==> config.mk <==
export PLATFORM = sky130hd
export DESIGN_NAME = cmd_executor
export DESIGN_NICKNAME = d
export VERILOG_FILES = /design/src/rtl/cmd_executor.sv
export SDC_FILE = /design/constraint.sdc
export NUM_CORES = 1
export LEC_CHECK = 0
export CAP_MARGIN = 20
export CORE_UTILIZATION = 45
export CTS_BUF_LIST = sky130_fd_sc_hd__clkbuf_2
export DETAILED_ROUTE_END_ITERATION = 8
export PLACE_DENSITY_LB_ADDON = 0.05
export SLEW_MARGIN = 20
export SYNTH_ARGS = -nofsm -noshare
export SYNTH_HDL_FRONTEND = slang
export SYNTH_SLANG_ARGS = --single-unit
==> constraint.sdc <==
create_clock -name clk -period 4.4 [get_ports clk]
set_input_delay 0.88 -clock clk [delete_from_list [all_inputs] [get_ports clk]]
set_output_delay 0.88 -clock clk [all_outputs]
set_load 0.05 [all_outputs]
**Run 1: clock nets**

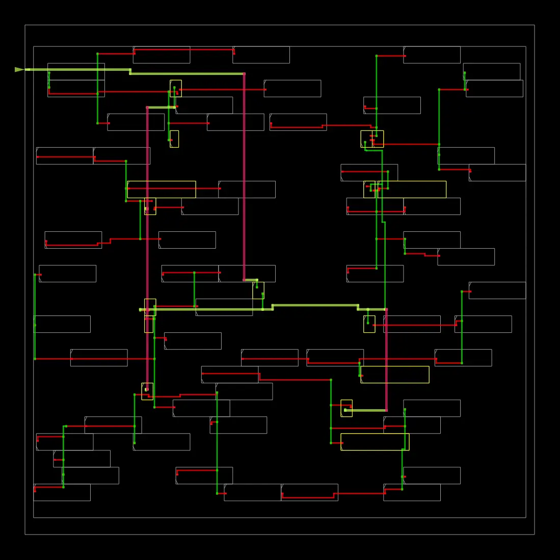
clock-net power: 0.503 mW
layout clock buffer count: 9
sink count of the clock tree: 57
number of sequential cells in the layout: 57
Num CTS Buffers: 9

**Run 1: metal layers overlaid**

Two of the layers only.
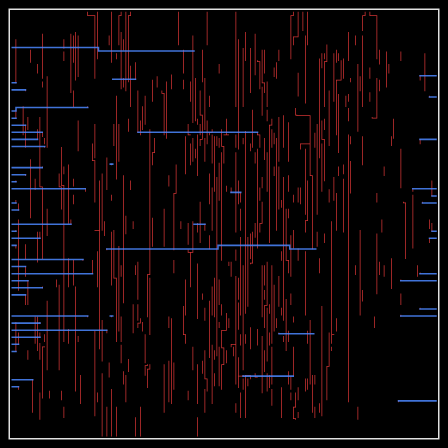
[red] M2 | wire length: 2650 µm
[blue] M3 | wire length: 343 µm
total global-route track usage: 20.0%
via count: 2152
average wire per standard cell: 15.1 µm

**Run 1: cells colored by class**

Bar = 20 µm.
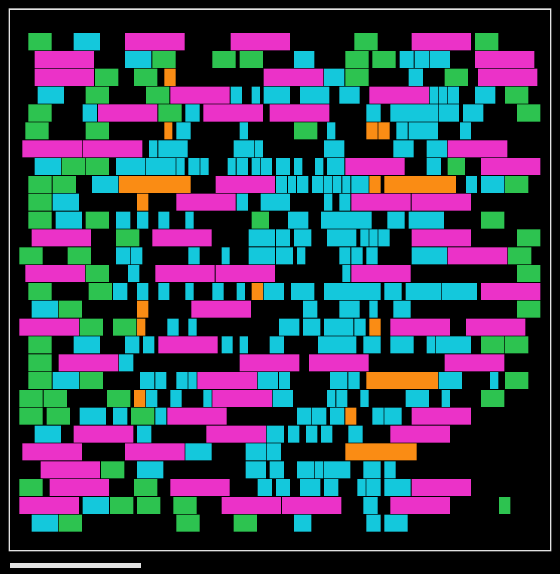
[orange] clock drivers and dummy loads | cells: 16 | share of their area: 4.8%
[magenta] registers | cells: 57 | share of their area: 39%
[cyan] remaining logic cells | cells: 191 | share of their area: 38%
[green] remaining buffers and delay cells | cells: 69 | share of their area: 19%
fraction of area in registers: 37.8%
number of placement rows: 28
area of the core region: 0.00606 mm²
final standard cell utilization of the core: 62.2%

==> tab_implementation.tex, run 1 <==
% Generated from flow reports
\begin{tabular}{lr}
\hline
Metric & Value \\
\hline
\multicolumn{2}{l}{\textbf{Outcome}} \\
Result of the run & complete, no violations \\
\multicolumn{2}{l}{\textbf{Worst setup path}} \\
Arrival time reported for the critical path endpoint & 2.82 ns \\
Startpoint class of the critical path & flip-flop \\
Sequence of cells on the critical path & nand2\_1 -> or2\_2 -> a21oi\_1 -> clkdlybuf4s50\_1 \\
Crit. path cell count & 4 \\
Critical Path RT & 3.52 ns \\
Endpoint type of the worst setup path & output pin \\
Crit-path max FO & 20 \\
Cell type of the slowest stage on the worst timing path & clkdlybuf4s50\_1 \\
Family of cells with the greatest summed delay on the critical path & buffers and inverters \\
Register-to-Register Path Depth & 5 \\
Category of the most critical setup path & flip-flop to output pin \\
Count of buffering cells on the critical path with inverters included & 1 \\
\multicolumn{2}{l}{\textbf{STA}} \\
Headroom to the max-slew limit & 36.6\% \\
Highest clock rate & 0.270 GHz \\
Max-slew violation count & 0 \\
Final number of setup-violating endpoints & 0 \\
Hold violation count in the final report & 0 \\
Setup total negative slack & 0 ns \\
Hold slack & 0.330 ns \\
Final critical-path share of the clock period & 84.0\% \\
Final min period & 3.70 ns \\
\multicolumn{2}{l}{\textbf{Detailed routing}} \\
Amount of wire on met2 after detailed routing & 2.65 mm \\
Post-DRT Antenna Nets & 0 \\
TritonRoute pass-1 iters & 4 \\
Post-detailed-routing wire length & 6.17 mm \\
\multicolumn{2}{l}{\textbf{Floorplanning}} \\
Count of pins on the block boundary & 68 \\
Die y size & 82.4 µm \\
\multicolumn{2}{l}{\textbf{Power and ir drop}} \\
Switching Fraction & 43.5\% \\
Areal power density over the cells & 730 mW/mm² \\
Power dissipated by switching net loads & 1.20 mW \\
Static Leak & 1.72 nW \\
Combinational group share of total power & 48.8\% \\
Worst vdd rail ir drop & 0.000438 V \\
Dominant power group & combinational logic \\
Part of the power in the clock network & 18.3\% \\
P\_seq & 0.906 mW \\
\multicolumn{2}{l}{\textbf{Global route}} \\
Maximum number of pins on one net before global-route repair & 37 \\
Wire length of the first global-routing pass & 9.92 mm \\
Sum of overflow across all layers after global routing & 0 \\
Global Route met1 Usage & 27.9\% \\
Number of global-route vias before repair & 2047 \\
\multicolumn{2}{l}{\textbf{Clocking}} \\
Buffer count from post-CTS setup fixing & 0 \\
Clock Root Buffer & clkbuf\_2 \\
Clk ins delay skew pair & 0.48 ns \\
Post-cts hold buffer count & 0 \\
Max Root-Sink Buffers & 2 \\
\multicolumn{2}{l}{\textbf{Placed design}} \\
Tally of buffers added on design ports & 67 \\
Placed cell count & 392 \\
Post-Place Cell Area & 0.00359 mm² \\
Routability Congestion & 0.798 \\
\multicolumn{2}{l}{\textbf{Cells and area}} \\
Number of multi-input combinational cells in the layout & 181 \\
\# diodes & 0 \\
Layout overhead on the synthesized area & 29.8\% \\
Logic inverters & 10 \\
Area of all placed cells without fillers & 0.00377 mm² \\
Area taken by multi-input logic gates & 0.00136 mm² \\
Seq. cell area & 0.00143 mm² \\
Cell class with the largest area share & flip-flops and latches \\
Most frequently placed logic cell in the final layout & clkdlybuf4s50\_1 \\
Buffers, non-clock & 69 \\
Fraction of final layout cells with drive strength greater than 1 & 16.8\% \\
Number of filler cells placed in the layout & 519 \\
Share of cell area taken by multi-input logic gates & 36.0\% \\
Number of nets in the finished design & 364 \\
\multicolumn{2}{l}{\textbf{Yosys}} \\
Mux frac, synth & 11.3\% \\
Most common reg cell & dfrtp\_1 \\
Xor+xnor area frac & 2.11\% \\
Count of different cell masters after synthesis & 57 \\
Flops \& latches, synth & 57 \\
Most common library cells after synthesis & dfrtp\_1, nand2\_1, o21ai\_0 \\
Synth Warn \# & 0 \\
Post-synthesis net count & 294 \\
Post-synthesis share of cell area spent on full adders, half adders and majority gates & 2.15\% \\
Sequential-to-total area share from yosys stat & 49.1\% \\
Area share of the leading cell type in the synthesized netlist & 49.1\% \\
Synthesized-area fraction occupied by ao, oa, aoi and oai cells & 13.7\% \\
Synth top cell by count & dfrtp\_1 \\
Dominant combinational family & simple AND/OR/NAND/NOR gates \\
Synth Instances & 258 \\
Cell accounting for the most synthesized area & dfrtp\_1 \\
Number of enable-type register cells in the synthesized netlist & 0 \\
\multicolumn{2}{l}{\textbf{Run}} \\
Total tool warning count & 28 \\
Number of max-capacitance violations reported & 0 \\
\multicolumn{2}{l}{\textbf{Hold path}} \\
Hold Path Class & primary input to asynchronous set/reset pin \\
\hline
\end{tabular}
**Run 1: wire density map**

16 x 16 tiles, from dark purple (low) to yellow (high), scaled to the fullest tile. Values are wire area over tile area, all layers added.
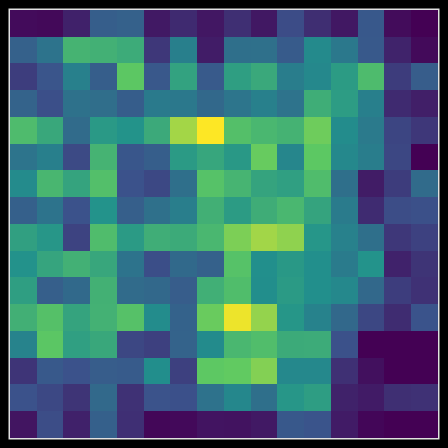

--- run 2 (diff from run 1) ---
==> constraint.sdc (replaced) <==
create_clock -name clk -period 3.3 [get_ports clk]
set_input_delay 0.66 -clock clk [delete_from_list [all_inputs] [get_ports clk]]
set_output_delay 0.66 -clock clk [all_outputs]
set_load 0.05 [all_outputs]
**Run 2: wire density map**

16 x 16 tiles, from dark purple (low) to yellow (high), scaled to the fullest tile. Values are wire area over tile area, all layers added.
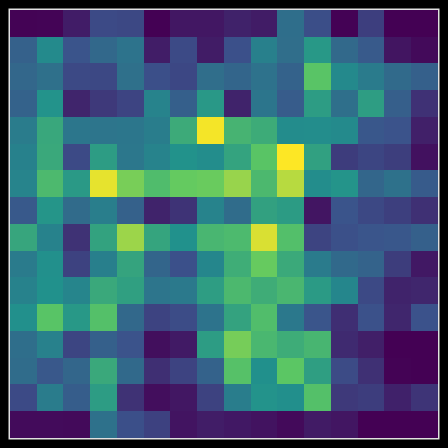
mean over tiles: 0.14
tiles over half the peak: 27%
emptiest ninth of the die: south-east
post-detailed-routing wire length: 5.90 mm
total global-route track usage: 19.3%
average wire per standard cell: 14.4 µm

==> run 2 against run 1 <==
Net effect: cell area down 1.9%; sequential share of layout area up 0.72 points; routed wire length down 4.4%; global-route usage down 0.72 points; sequential cell count unchanged; first-iteration DRC count up 33%; area after synthesis unchanged; critical endpoint is now busy; largest power group unchanged.
==> tab_implementation.tex, run 2 <==
% Generated from flow reports
\begin{tabular}{lr}
\hline
Metric & Value \\
\hline
\multicolumn{2}{l}{\textbf{Yosys}} \\
Most common reg cell & dfrtp\_1 \\
Mux frac, synth & 11.3\% (unchanged) \\
Area share of the leading cell type in the synthesized netlist & 49.1\% (unchanged) \\
Cell accounting for the most synthesized area & dfrtp\_1 \\
Most common library cells after synthesis & dfrtp\_1, nand2\_1, o21ai\_0 \\
Post-synthesis share of cell area spent on full adders, half adders and majority gates & 2.15\% (unchanged) \\
Synth top cell by count & dfrtp\_1 \\
Synth Instances & 258 (unchanged) \\
Xor+xnor area frac & 2.11\% (unchanged) \\
Number of enable-type register cells in the synthesized netlist & 0 (unchanged) \\
\multicolumn{2}{l}{\textbf{STA}} \\
Hold slack & 0.224 ns (-0.106 ns) \\
Headroom to the max-slew limit & 38.9\% (+2.2 points) \\
Highest clock rate & 0.340 GHz \\
Max-slew violation count & 0 (unchanged) \\
Final number of setup-violating endpoints & 0 (unchanged) \\
Final min period & 2.94 ns \\
Hold violation count in the final report & 0 (unchanged) \\
\multicolumn{2}{l}{\textbf{Run}} \\
Number of max-capacitance violations reported & 0 (unchanged) \\
Total tool warning count & 28 (unchanged) \\
\multicolumn{2}{l}{\textbf{Outcome}} \\
Result of the run & complete, no violations \\
\multicolumn{2}{l}{\textbf{Cells and area}} \\
Final standard cell utilization of the core & 61.1\% (-1.2 points) \\
Fraction of area in registers & 38.5\% (+0.72 points) \\
Area taken by multi-input logic gates & 0.00136 mm² (unchanged) \\
Share of cell area taken by multi-input logic gates & 36.6\% (+0.68 points) \\
Area of all placed cells without fillers & 0.00370 mm² (-1.9\%) \\
Number of multi-input combinational cells in the layout & 181 (unchanged) \\
Fraction of final layout cells with drive strength greater than 1 & 17.7\% (+0.85 points) \\
Number of sequential cells in the layout & 57 (unchanged) \\
Seq. cell area & 0.00143 mm² (unchanged) \\
\multicolumn{2}{l}{\textbf{Worst setup path}} \\
Cell type of the slowest stage on the worst timing path & dfrtp\_1 \\
Startpoint class of the critical path & flip-flop \\
Count of buffering cells on the critical path with inverters included & 2 (+1) \\
Family of cells with the greatest summed delay on the critical path & buffers and inverters \\
Category of the most critical setup path & flip-flop to output pin \\
Endpoint type of the worst setup path & output pin \\
Crit. path cell count & 3 (-1) \\
Arrival time reported for the critical path endpoint & 2.28 ns (-0.54 ns) \\
Sequence of cells on the critical path & nor3\_1 -> inv\_1 -> clkdlybuf4s50\_1 \\
Crit-path max FO & 20 (unchanged) \\
Critical Path RT & 2.64 ns (-0.88 ns) \\
\multicolumn{2}{l}{\textbf{Floorplanning}} \\
Count of pins on the block boundary & 68 (unchanged) \\
Area of the core region & 0.00606 mm² (unchanged) \\
Number of placement rows & 28 (unchanged) \\
\multicolumn{2}{l}{\textbf{Power and ir drop}} \\
Worst vdd rail ir drop & 0.000566 V (+29\%) \\
Power dissipated by switching net loads & 1.57 mW (+31\%) \\
Part of the power in the clock network & 12.3\% (-6.0 points) \\
Switching Fraction & 45.9\% (+2.5 points) \\
Clock-net power & 0.419 mW (-17\%) \\
Dominant power group & combinational logic \\
\multicolumn{2}{l}{\textbf{Global route}} \\
Maximum number of pins on one net before global-route repair & 32 (-14\%) \\
Wire length of the first global-routing pass & 9.75 mm (-1.7\%) \\
\multicolumn{2}{l}{\textbf{Detailed routing}} \\
Amount of wire on met2 after detailed routing & 2.46 mm (-7.1\%) \\
Via count & 2152 (unchanged) \\
Post-DRT Antenna Nets & 0 (unchanged) \\
TritonRoute pass-1 iters & 4 (unchanged) \\
\multicolumn{2}{l}{\textbf{Clocking}} \\
Post-cts hold buffer count & 0 (unchanged) \\
Num CTS Buffers & 9 (unchanged) \\
\multicolumn{2}{l}{\textbf{Placed design}} \\
Tally of buffers added on design ports & 67 (unchanged) \\
\hline
\end{tabular}
Power figures rest on the tool's default switching activity, not on a simulated workload.
